congestion.png
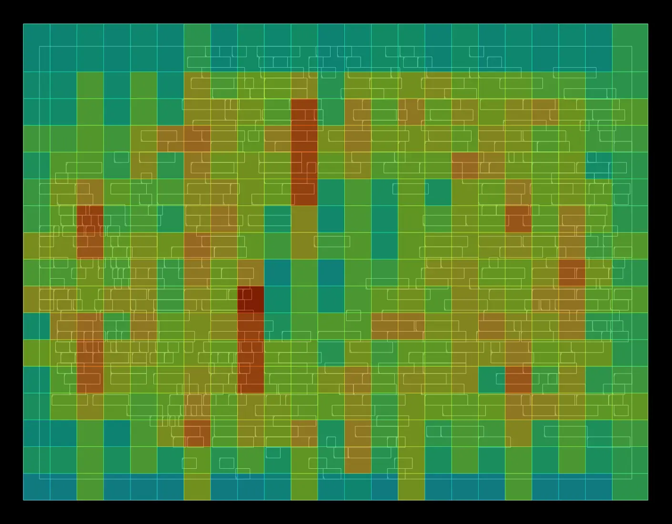
layer_met3.png
The bar under the picture is 50 µm long.
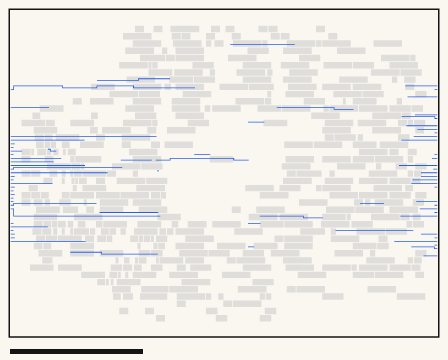
<file path="config.mk">
export PLATFORM = sky130hd
export DESIGN_NAME = handshake_rx_capture_flat
export DESIGN_NICKNAME = d
export VERILOG_FILES = /design/src/rtl/handshake_rx_capture_if.sv /design/src/rtl/handshake_rx_capture.sv /design/src/flat_wrapper.sv
export SDC_FILE = /design/constraint.sdc
export NUM_CORES = 1
export LEC_CHECK = 0
export CAP_MARGIN = 20
export CORE_ASPECT_RATIO = 0.75
export CORE_MARGIN = 4
export CORE_UTILIZATION = 35
export DETAILED_ROUTE_END_ITERATION = 8
export GPL_TIMING_DRIVEN = 0
export PLACE_DENSITY = 0.64
export REMOVE_ABC_BUFFERS = 1
export SYNTH_ARGS = -nofsm -noshare
export SYNTH_HDL_FRONTEND = slang
export SYNTH_SLANG_ARGS = --single-unit
</file>
<file path="constraint.sdc">
create_clock -name rclk -period 4.15 [get_ports rclk]
set_clock_uncertainty 0.15 [all_clocks]
set_input_delay 1.245 -clock rclk [delete_from_list [all_inputs] [get_ports rclk]]
set_output_delay 1.245 -clock rclk [all_outputs]
set_load 0.05 [all_outputs]
</file>
<file path="src/rtl/handshake_rx_capture_if.sv">
// Receive-side handshake bundle: transmitter level handshake plus the downstream
// valid/ready word port and the status counters of the capture block.
interface handshake_rx_capture_if #(
  parameter int DATA_W     = 32,
  parameter int FIFO_DEPTH = 4
);
  localparam int CNT_W = $clog2(FIFO_DEPTH) + 1;

  logic              t_rdy;
  logic [DATA_W-1:0] t_data;
  logic              r_ack;
  logic              rx_valid;
  logic [DATA_W-1:0] rx_data;
  logic              rx_ready;
  logic [CNT_W-1:0]  rx_count;
  logic [15:0]       rx_xfer_cnt;

  // master drives the transmitter levels and the downstream ready
  modport master (
    output t_rdy, t_data, rx_ready,
    input  r_ack, rx_valid, rx_data, rx_count, rx_xfer_cnt
  );

  modport slave (
    input  t_rdy, t_data, rx_ready,
    output r_ack, rx_valid, rx_data, rx_count, rx_xfer_cnt
  );
endinterface

</file>
<file path="src/rtl/handshake_rx_capture.sv">
// Receive half of a 4-phase handshake: synchronises t_rdy, captures t_data into a
// small FWFT FIFO, returns r_ack and withholds it while the FIFO has no room.
module handshake_rx_capture #(
  parameter int DATA_W      = 32,
  parameter int FIFO_DEPTH  = 4,
  parameter int SYNC_STAGES = 2
) (
  input logic                    rclk,
  input logic                    reset_rclk,
  handshake_rx_capture_if.slave  bus
);
  localparam int PTR_W = $clog2(FIFO_DEPTH);
  localparam int CNT_W = PTR_W + 1;
  localparam logic [CNT_W-1:0] DEPTH_C = CNT_W'(FIFO_DEPTH);

  typedef enum logic [1:0] {
    IDLE_R = 2'b00,
    ACK_HI = 2'b01
  } state_t;

  state_t                 state;
  logic                   r_ack_q;
  logic [SYNC_STAGES-1:0] sync_q;
  logic                   t_rdy_s;
  logic [DATA_W-1:0]      mem [FIFO_DEPTH];
  logic [PTR_W-1:0]       wr_ptr;
  logic [PTR_W-1:0]       rd_ptr;
  logic [CNT_W-1:0]       count_q;
  logic [15:0]            xfer_q;
  logic                   not_empty;
  logic                   pop;
  logic                   push;

  // Only t_rdy crosses domains; t_data is held stable by the protocol while t_rdy is high.
  always_ff @(posedge rclk or posedge reset_rclk) begin
    if (reset_rclk) begin
      sync_q <= '0;
    end else begin
      sync_q <= {sync_q[SYNC_STAGES-2:0], bus.t_rdy};
    end
  end

  assign t_rdy_s   = sync_q[SYNC_STAGES-1];
  assign not_empty = (count_q != '0);
  assign pop       = not_empty & bus.rx_ready;
  // A pop on the same edge frees the slot, so a full FIFO can still accept.
  assign push      = (state == IDLE_R) & t_rdy_s & ((count_q < DEPTH_C) | pop);

  always_ff @(posedge rclk or posedge reset_rclk) begin
    if (reset_rclk) begin
      state   <= IDLE_R;
      r_ack_q <= 1'b0;
      xfer_q  <= '0;
    end else begin
      case (state)
        IDLE_R: begin
          if (push) begin
            r_ack_q <= 1'b1;
            xfer_q  <= xfer_q + 16'd1;
            state   <= ACK_HI;
          end else begin
            r_ack_q <= 1'b0;
          end
        end
        ACK_HI: begin
          if (!t_rdy_s) begin
            r_ack_q <= 1'b0;
            state   <= IDLE_R;
          end else begin
            r_ack_q <= 1'b1;
          end
        end
        default: begin
          r_ack_q <= 1'b0;
          state   <= IDLE_R;
        end
      endcase
    end
  end

  always_ff @(posedge rclk) begin
    if (push) begin
      mem[wr_ptr] <= bus.t_data;
    end
  end

  // Occupancy lives in count_q; pointers just wrap and are never compared.
  always_ff @(posedge rclk or posedge reset_rclk) begin
    if (reset_rclk) begin
      wr_ptr  <= '0;
      rd_ptr  <= '0;
      count_q <= '0;
    end else begin
      if (push) begin
        wr_ptr <= wr_ptr + PTR_W'(1);
      end
      if (pop) begin
        rd_ptr <= rd_ptr + PTR_W'(1);
      end
      case ({push, pop})
        2'b10:   count_q <= count_q + CNT_W'(1);
        2'b01:   count_q <= count_q - CNT_W'(1);
        default: count_q <= count_q;
      endcase
    end
  end

  assign bus.r_ack       = r_ack_q;
  assign bus.rx_valid    = not_empty;
  assign bus.rx_data     = not_empty ? mem[rd_ptr] : '0;
  assign bus.rx_count    = count_q;
  assign bus.rx_xfer_cnt = xfer_q;
endmodule

</file>
<file path="src/flat_wrapper.sv">
// flat-port wrapper written by rule: the top's interface ports become plain ports
module handshake_rx_capture_flat 
#(
  parameter int DATA_W      = 32,
  parameter int FIFO_DEPTH  = 4,
  parameter int SYNC_STAGES = 2
)
  (rclk, reset_rclk, bus_t_rdy, bus_t_data, bus_rx_ready, bus_r_ack, bus_rx_valid, bus_rx_data, bus_rx_count, bus_rx_xfer_cnt);
  handshake_rx_capture_if #(.DATA_W(DATA_W), .FIFO_DEPTH(FIFO_DEPTH)) bus_i ();
  input logic rclk;
  input logic reset_rclk;
  input wire logic [$bits(bus_i.t_rdy)-1:0] bus_t_rdy;
  input wire logic [$bits(bus_i.t_data)-1:0] bus_t_data;
  input wire logic [$bits(bus_i.rx_ready)-1:0] bus_rx_ready;
  output wire logic [$bits(bus_i.r_ack)-1:0] bus_r_ack;
  output wire logic [$bits(bus_i.rx_valid)-1:0] bus_rx_valid;
  output wire logic [$bits(bus_i.rx_data)-1:0] bus_rx_data;
  output wire logic [$bits(bus_i.rx_count)-1:0] bus_rx_count;
  output wire logic [$bits(bus_i.rx_xfer_cnt)-1:0] bus_rx_xfer_cnt;
  assign bus_i.t_rdy = bus_t_rdy;
  assign bus_i.t_data = bus_t_data;
  assign bus_i.rx_ready = bus_rx_ready;
  assign bus_r_ack = bus_i.r_ack;
  assign bus_rx_valid = bus_i.rx_valid;
  assign bus_rx_data = bus_i.rx_data;
  assign bus_rx_count = bus_i.rx_count;
  assign bus_rx_xfer_cnt = bus_i.rx_xfer_cnt;
  handshake_rx_capture #(.DATA_W(DATA_W), .FIFO_DEPTH(FIFO_DEPTH), .SYNC_STAGES(SYNC_STAGES)) u_core (.rclk(rclk), .reset_rclk(reset_rclk), .bus(bus_i));
endmodule
</file>
==> results.sh <==
# yosys + openroad results
export IMPL_status="complete, no violations"
export IMPL_fa_ha_area_share_pct=1.55
export IMPL_hold_buffers=0
export IMPL_r2r_end="u_core.bus.rx_count[2]"
export IMPL_nMultiInputCombCells=134
export IMPL_antenna_found_initial=1
export IMPL_gr_usage_all_layers_pct=12.4
export IMPL_place_area_mm2=0.00727
export IMPL_gp_congestion=0.768
export IMPL_power_frac_comb_pct=40.3
export IMPL_ios=89
export IMPL_top_power_group="combinational cells"
export IMPL_drive_gt1_share_pct=17.7
export IMPL_cts_max_path_buffers=2
export IMPL_yosys_area_share_aoi_pct=0.326
export IMPL_holdWs_ns=0.198
export IMPL_syn_to_final_growth_pct=28.7
export IMPL_power_frac_seq_pct=34.9
export IMPL_top_cell_area_share_pct=62.5
export IMPL_synth_xor_xnor_area_share_pct=2.99
export IMPL_synth_distinct_cells=33
export IMPL_fin_crit_ns=3.91
export IMPL_top_cell="edfxtp_1"
export IMPL_fp_util_pct=36.1
export IMPL_final_nonclk_buf_share_pct=12.4
export IMPL_crit_fanout=15
export IMPL_ant_nets=0
export IMPL_rr_startpoint="u_core.bus.rx_count[2]"
export IMPL_grt_pass1_wl_mm=18.0
export IMPL_core_area_mm2=0.0170
export IMPL_grt_max_degree=35
export IMPL_dpl_hpwl_mm=7.09
export IMPL_sh_comb_area_pct=19.0
export IMPL_drtIter0Drc=129
export IMPL_fin_crit_sh_pct=94.1
export IMPL_synth_largest_area_cell="edfxtp_1"
export IMPL_ys_sh_simple_pct=7.15
export IMPL_dominant_cells="flip-flops and latches"
export IMPL_grt_overflow=0
export IMPL_switching_share_pct=37.6
export IMPL_place_ws_ns=0.286
export IMPL_sh_seq_area_pct=57.2
export IMPL_logic_family="multiplexers"
export IMPL_clk_share_pct=7.29
export IMPL_min_to="u_core.sync_q[1]"
export IMPL_setup_slack_ns=0.243
## Picture notes: congestion.png
post-layout util: 46.5%
Routed WL per cell: 17.9 µm

## Picture notes: layer_met3.png
The layer carries 940 µm of wire. The wires run mostly horizontal. The layer holds 8.1% of the routed length. The longest straight run is 55.0 µm.
M3 GR Usage: 6.18%
Routed WL: 11.7 mm

worst max-delay path, cell delays in order (launching register included):
cell,delay [ns]
dfrtp_4,0.62
mux4_1,0.58
and2_1,0.18
clkdlybuf4s50_1,0.70
metal layers:
| metal | wire [µm] | track usage [%] | vias to the layer above |
|---|---|---|---|
| li1 | - | - | 1394 |
| met1 | 4960 | 14.8 | 1570 |
| met2 | 5640 | 19.6 | 86 |
| met3 | 940 | 6.18 | 12 |
| met4 | 121 | 4.32 | 2 |
| met5 | 13 | 0 | - |
flip-flops by register name (all words and copies together), names as in the netlist:
signal                  cells
u_core.sync_q               2
u_core.wr_ptr               2
u_core.rd_ptr               2
u_core.bus.rx_count         3
u_core.bus.r_ack            1
u_core.bus.rx_xfer_cnt     16
u_core.mem                128
u_core.state                1
